$ cat src/rtl/pll_rst_seq.sv
// pll_rst_seq: PLL reset and lock sequencer with staged domain reset release.
//
// Pulses the PLL reset, waits for lock with a per-attempt timeout, requires a
// run of consecutive locked cycles, then releases the sclk-domain reset
// followed (GAP_CYC cycles later) by the pclk-domain reset. Lock loss after
// release or a lock timeout counts as a failed attempt and restarts the
// sequence. i_restart restarts from scratch and clears the attempt count.
//
// Ports:
//   i_clk         reference clock, sole clock of the block
//   i_rst_n       asynchronous active-low reset
//   i_lock        PLL lock, asynchronous to i_clk (synchronized internally)
//   i_restart     single-cycle request to restart the full sequence
//   o_pll_rst     active-high PLL reset
//   o_rst_sclk_n  active-low sclk-domain reset request
//   o_rst_pclk_n  active-low pclk-domain reset request
//   o_ready       high while the sequence is complete (RUN)
//   o_fault       high in FAULT (retry-limit build only, else tied 0)
//   o_retries     failed-attempt count, saturating at 15
//
// Build option: define PLL_RST_SEQ_RETRY_LIMIT_EN to enter FAULT once the
// attempt count reaches MAX_RETRY. Without it FAULT is unreachable and
// MAX_RETRY has no effect.

module pll_rst_seq #(
  parameter int unsigned RST_CYC     = 16,
  parameter int unsigned TIMEOUT_CYC = 65535,
  parameter int unsigned STABLE_CYC  = 1024,
  parameter int unsigned GAP_CYC     = 8,
  parameter int unsigned MAX_RETRY   = 3
) (
  input  logic       i_clk,
  input  logic       i_rst_n,
  input  logic       i_lock,
  input  logic       i_restart,
  output logic       o_pll_rst,
  output logic       o_rst_sclk_n,
  output logic       o_rst_pclk_n,
  output logic       o_ready,
  output logic       o_fault,
  output logic [3:0] o_retries
);

  // Counter only has to reach the largest terminal count minus one.
  localparam int unsigned Max1   = (RST_CYC > TIMEOUT_CYC) ? RST_CYC : TIMEOUT_CYC;
  localparam int unsigned Max2   = (STABLE_CYC > GAP_CYC) ? STABLE_CYC : GAP_CYC;
  localparam int unsigned CntMax = (Max1 > Max2) ? Max1 : Max2;
  localparam int unsigned CntW   = (CntMax > 2) ? $clog2(CntMax) : 1;

  typedef enum logic [2:0] {
    StPllRst,
    StWaitLock,
    StStable,
    StRelS,
    StRelP,
    StRun,
    StFault
  } state_e;

`ifdef PLL_RST_SEQ_RETRY_LIMIT_EN
  localparam bit FaultEn = 1'b1;
`else
  localparam bit FaultEn = 1'b0;
`endif

  state_e            state_q, state_d;
  logic [CntW-1:0]   cnt_q, cnt_d;
  logic [3:0]        retries_q, retries_d;
  logic [3:0]        retry_inc;
  logic              lock_meta_q, lock_s;
  logic              bump;
  logic              limit_hit;
  state_e            fail_dest;
  logic              pll_rst_q, sclk_n_q, pclk_n_q, ready_q;

  // Two-flop synchronizer for the asynchronous lock input.
  always_ff @(posedge i_clk or negedge i_rst_n) begin
    if (!i_rst_n) begin
      lock_meta_q <= 1'b0;
      lock_s      <= 1'b0;
    end else begin
      lock_meta_q <= i_lock;
      lock_s      <= lock_meta_q;
    end
  end

  always_comb begin
    retry_inc = (retries_q == 4'hF) ? 4'hF : retries_q + 4'd1;
    limit_hit = FaultEn && (retry_inc == 4'(MAX_RETRY));
    fail_dest = limit_hit ? StFault : StPllRst;
  end

  always_comb begin
    state_d   = state_q;
    retries_d = retries_q;
    bump      = 1'b0;
    if (i_restart) begin
      // Restart wins over any simultaneous timeout or lock loss.
      state_d   = StPllRst;
      retries_d = 4'd0;
    end else begin
      case (state_q)
        StPllRst: begin
          if (cnt_q == CntW'(RST_CYC - 1)) state_d = StWaitLock;
        end
        StWaitLock: begin
          if (lock_s) begin
            state_d = StStable;
          end else if (cnt_q == CntW'(TIMEOUT_CYC - 1)) begin
            bump = 1'b1;
          end
        end
        StStable: begin
          // A dropout is not a failed attempt: re-wait with a fresh timeout.
          if (!lock_s) begin
            state_d = StWaitLock;
          end else if (cnt_q == CntW'(STABLE_CYC - 1)) begin
            state_d = StRelS;
          end
        end
        StRelS: begin
          if (!lock_s) begin
            bump = 1'b1;
          end else if (cnt_q == CntW'(GAP_CYC - 1)) begin
            state_d = StRelP;
          end
        end
        StRelP: begin
          if (!lock_s) begin
            bump = 1'b1;
          end else begin
            state_d = StRun;
          end
        end
        StRun: begin
          if (!lock_s) bump = 1'b1;
        end
        StFault: ;
        default: state_d = StPllRst;
      endcase
      if (bump) begin
        state_d   = fail_dest;
        retries_d = retry_inc;
      end
    end
  end

  // Counter restarts on every state entry, including a restart into PLL_RST.
  always_comb begin
    if (i_restart || (state_d != state_q)) begin
      cnt_d = '0;
    end else begin
      cnt_d = cnt_q + CntW'(1);
    end
  end

  always_ff @(posedge i_clk or negedge i_rst_n) begin
    if (!i_rst_n) begin
      state_q   <= StPllRst;
      cnt_q     <= '0;
      retries_q <= 4'd0;
    end else begin
      state_q   <= state_d;
      cnt_q     <= cnt_d;
      retries_q <= retries_d;
    end
  end

  // Outputs are registered from the next state so they change on the same
  // edge as the state they belong to.
  always_ff @(posedge i_clk or negedge i_rst_n) begin
    if (!i_rst_n) begin
      pll_rst_q <= 1'b1;
      sclk_n_q  <= 1'b0;
      pclk_n_q  <= 1'b0;
      ready_q   <= 1'b0;
    end else begin
      pll_rst_q <= (state_d == StPllRst) || (state_d == StFault);
      sclk_n_q  <= (state_d == StRelS) || (state_d == StRelP) || (state_d == StRun);
      pclk_n_q  <= (state_d == StRelP) || (state_d == StRun);
      ready_q   <= (state_d == StRun);
    end
  end

`ifdef PLL_RST_SEQ_RETRY_LIMIT_EN
  logic fault_q;

  always_ff @(posedge i_clk or negedge i_rst_n) begin
    if (!i_rst_n) begin
      fault_q <= 1'b0;
    end else begin
      fault_q <= (state_d == StFault);
    end
  end

  assign o_fault = fault_q;
`else
  assign o_fault = 1'b0;
`endif

  assign o_pll_rst    = pll_rst_q;
  assign o_rst_sclk_n = sclk_n_q;
  assign o_rst_pclk_n = pclk_n_q;
  assign o_ready      = ready_q;
  assign o_retries    = retries_q;

endmodule

$ cat config.mk
export PLATFORM = sky130hd
export DESIGN_NAME = pll_rst_seq
export DESIGN_NICKNAME = d
export VERILOG_FILES = /design/src/rtl/pll_rst_seq.sv
export SDC_FILE = /design/constraint.sdc
export NUM_CORES = 1
export LEC_CHECK = 0
export ABC_CLOCK_PERIOD_IN_PS = 3100
export CELL_PAD_IN_SITES_DETAIL_PLACEMENT = 0
export CELL_PAD_IN_SITES_GLOBAL_PLACEMENT = 1
export CORE_AREA = 3 3 67 69
export DETAILED_ROUTE_END_ITERATION = 6
export DIE_AREA = 0 0 70 72
export GPL_ROUTABILITY_DRIVEN = 1
export GPL_TIMING_DRIVEN = 0
export PLACE_DENSITY = 0.77
export REMOVE_ABC_BUFFERS = 1
export SYNTH_ARGS = -nofsm -noshare
export SYNTH_HDL_FRONTEND = slang
export SYNTH_SLANG_ARGS = --single-unit
$ cat constraint.sdc
create_clock -name i_clk -period 3.1 [get_ports i_clk]
set_input_delay 0.62 -clock i_clk [delete_from_list [all_inputs] [get_ports i_clk]]
set_output_delay 0.62 -clock i_clk [all_outputs]
set_load 0.02 [all_outputs]
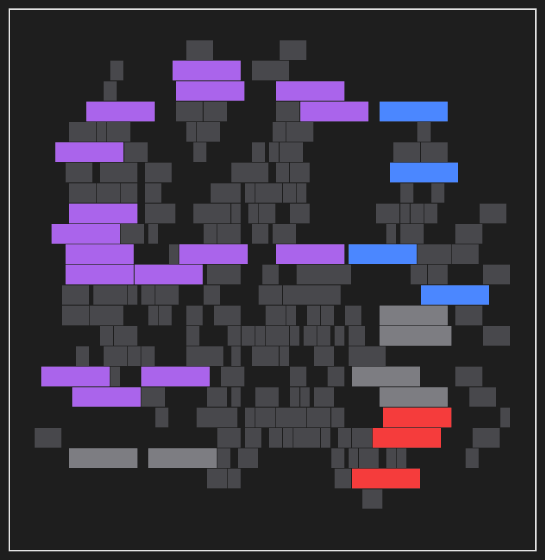
(where the registers sit)
Other sequential cells in the stronger gray, the rest of the logic in the fainter gray.
[o_retries] blue | sequential cells: 4
[cnt_q] purple | sequential cells: 16
[state_q] red | sequential cells: 3
not colored: 6
Core Util, Final: 48.7%
P_seq: 0.391 mW
flop share of the area: 37.6%

==> metrics.csv <==
stage,metric,value,unit
outcome,status,finished clean,
floorplanning,Die W,70,um
logic_synthesis,"Avg Cell Area, Syn",10.0,um^2
sta,Clock Skew,2.62,ps
global_route,antenna violations before repair,0,
drt,wire length per cell,14.2,um
cts,Clock Latency Late Sink,280,ps
drt,Routed WL,3320,um
finish,Layout Cells excl Fill,234,
setup_path,Worst Reg2Reg Path Length in Cells,6,
logic_synthesis,mapped cell area,1760,um^2
global_route,vias in the first global route,1277,
sta,relative slew slack,47.7,%
hold_path,hold_sp,lock_meta_q,
global_route,grt ovf,0,
cts,clock sinks,29,
power,Peak VDD IR,279,uV
logic_synthesis,MUX share of area,0.569,%
logic_synthesis,Post-synth EDFFs,0,
placed_design,IO Port Bufs,11,
logic_synthesis,"Simple Share, Synth",31.9,%
logic_synthesis,Synth Warn #,0,
global_route,GR Layer Usage met2,23.9,%
cts,CTS H-tree lvls,2,
floorplanning,Rows,23,
sta,setup violators final,0,
finish,Antenna Cells,0,
setup_path,RR Startpoint,cnt_q[0],
cts,Hold Buf Count CTS,0,
floorplanning,DIE AREA,5040,um^2
drt,antenna-violating nets left,0,
hold_path,Cells on Worst Hold Path,0,
drt,metal2 WL,1560,um
logic_synthesis,yosys aoi share,10.2,%
setup_path,CP Class,flip-flop to flip-flop,
cts,clock-pin slew on the worst setup and hold paths,60,ps
global_route,GRT Resource Usage Total,14.4,%
setup_path,Critical Path Sink Type,flip-flop,
cts,CTS Buffer Depth,2,
logic_synthesis,Yosys chip area,1760,um^2
sta,hold violation count in the final report,0,
power,PD cells,373,nW/um^2
setup_path,Register-to-Register Setup Slack,520,ps
global_route,met3 Usage GRT,4.43,%
global_route,wire length of the first global-routing pass,5780,um
setup_path,reg-to-reg endpoint,cnt_q[2],
drt,wl on met1,1520,um
sta,f_max,388,MHz
sta,unrepaired setup endpoints after global routing,no,
floorplanning,Ports,13,
hold_path,Hold Path End,lock_s,
setup_path,crit start category,flip-flop,
floorplanning,height of the die,72,um
logic_synthesis,Synth flops,29,
logic_synthesis,Mapped Cells,175,
logic_synthesis,register share after synthesis,41.4,%
logic_synthesis,"XOR Share, Synth",6.98,%
drt,DRC viols,0,
drt,Avg Vias per Cell,5.66,
placed_design,Placed Cells,225,
setup_path,CP Max Fanout,16,
cts,CTS tree,yes,
finish,share of layout cells above drive strength 1,17.9,%
floorplanning,fp util,44.3,%
sta,Tcrit/Tclk final,83.1,%
global_route,pin count of the biggest net entering global routing,30,
drt,Initial DRC Count,80,
placed_design,HPWL after detailed placement,2330,um
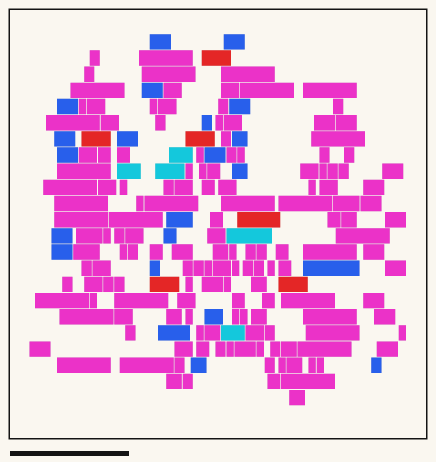
(sizing map)
Scale bar: 20 um.
[x1 and smaller] magenta | cells: 151
[x2] blue | cells: 22
[x3 and x4] cyan | cells: 5
[x6 and larger] red | cells: 6
Synth-to-Final Area Change: 9.96%
nonclk buf count: 12

-- flip-flops by register name (all words and copies together), names as in the netlist --
signal	count
cnt_q	16
lock_meta_q	1
lock_s	1
o_pll_rst	1
o_ready	1
o_retries	4
o_rst_pclk_n	1
o_rst_sclk_n	1
state_q	3
-- layout by cell type, fill, tap and decap left out, drive strengths merged, types with 3 or more instances in the layout --
| master | instances |
|---|---|
| clkbuf | 6 |
| dfrtp | 28 |
| inv | 5 |
| nand3b | 3 |
| nor4 | 5 |
| ha | 3 |
| xor2 | 10 |
| nor2 | 13 |
| nand2b | 3 |
| clkdlybuf4s50 | 10 |
| a21oi | 4 |
| xnor2 | 4 |
| nand4 | 3 |
| nor3 | 20 |
| nand2 | 10 |
| or4 | 3 |
| o21ai | 6 |
| nand3 | 11 |
| and2 | 3 |
-- area by class of cell --
cell class / count / area [um^2]
timing repair buffer: 12 / 125
sequential: 29 / 727
inverter: 5 / 18.8
fill: 362 / 2040
multi-input combinational: 130 / 917
clock inverter: 2 / 10.0
tap: 50 / 62.6
clock buffer: 6 / 72.6
-- worst max-delay path: stages (launching register included) --
cell      delay, ps
dfrtp_1         420
ha_1            270
or4b_4          520
or4_4           530
a221oi_2        270
or4_4           330
nor3_1          100
-- cells in the mapped netlist (2+ instances only) --
cell type	count	area (um^2)
or3_2	2	15.0
nand4_1	3	18.8
buf_2	3	15.0
xor2_1	10	87.6
o21ai_0	5	25.0
and2_1	2	12.5
xnor2_1	4	35.0
or4_4	2	22.5
a21oi_1	4	20.0
nor4_1	3	18.8
a21boi_0	2	15.0
inv_1	5	18.8
nor2_1	13	48.8
dfrtp_1	28	701
buf_6	4	45.0
nand3b_1	3	22.5
buf_4	2	15.0
nand2_1	10	37.5
and4b_1	2	20.0
nor3_2	10	100
nor3_1	10	50.1
nand3_1	11	55.1
ha_1	3	37.5
nand2b_1	3	18.8
-- kinds of logic after synthesis --
kind of cell    count (synthesis)
buf+inv                        16
fa+ha+maj                       3
compound gates                 25
flops                          29
simple gates                   86
xor+xnor                       14
mux                             1
other cells                     1
-- report_power, final --
group          internal, mW  switching (mW)  total (mW)
registers             0.383         0.00737       0.391
clock network         0.155           0.137       0.292
logic                0.0140          0.0243      0.0383
total                 0.552           0.169       0.721
-- how the worst max path moves through the flow --
stage / slack (ps) / start / to
after floorplan: 500 / cnt_q[0] / cnt_q[15]
after global placement: 190 / cnt_q[0] / cnt_q[3]
after detailed placement: 130 / cnt_q[0] / cnt_q[3]
after CTS: 110 / cnt_q[0] / cnt_q[2]
after global routing: 400 / cnt_q[0] / cnt_q[2]
final: 520 / cnt_q[0] / cnt_q[2]
-- through the flow --
step	util, %	area (um^2)	setup WS (ps)	hold slack [ps]	power, mW
after detailed placement	46.1	1830	135	337	0.436
after CTS	48.2	1910	109	352	0.733
after global placement	46.1	1830	193	332	0.435
after global routing	48.7	1930	404	356	0.756
final	48.7	1930	525	350	0.721
after floorplan	-	1660	495	324	0.417
-- timing repair --
action / 4_1_cts / 5_1_grt
setup buffers: 0 / 1
endpoints found under the setup margin: 0 / 13
gates resized: 0 / 1
No activity file was given, so power comes from the tool's default toggle rates.
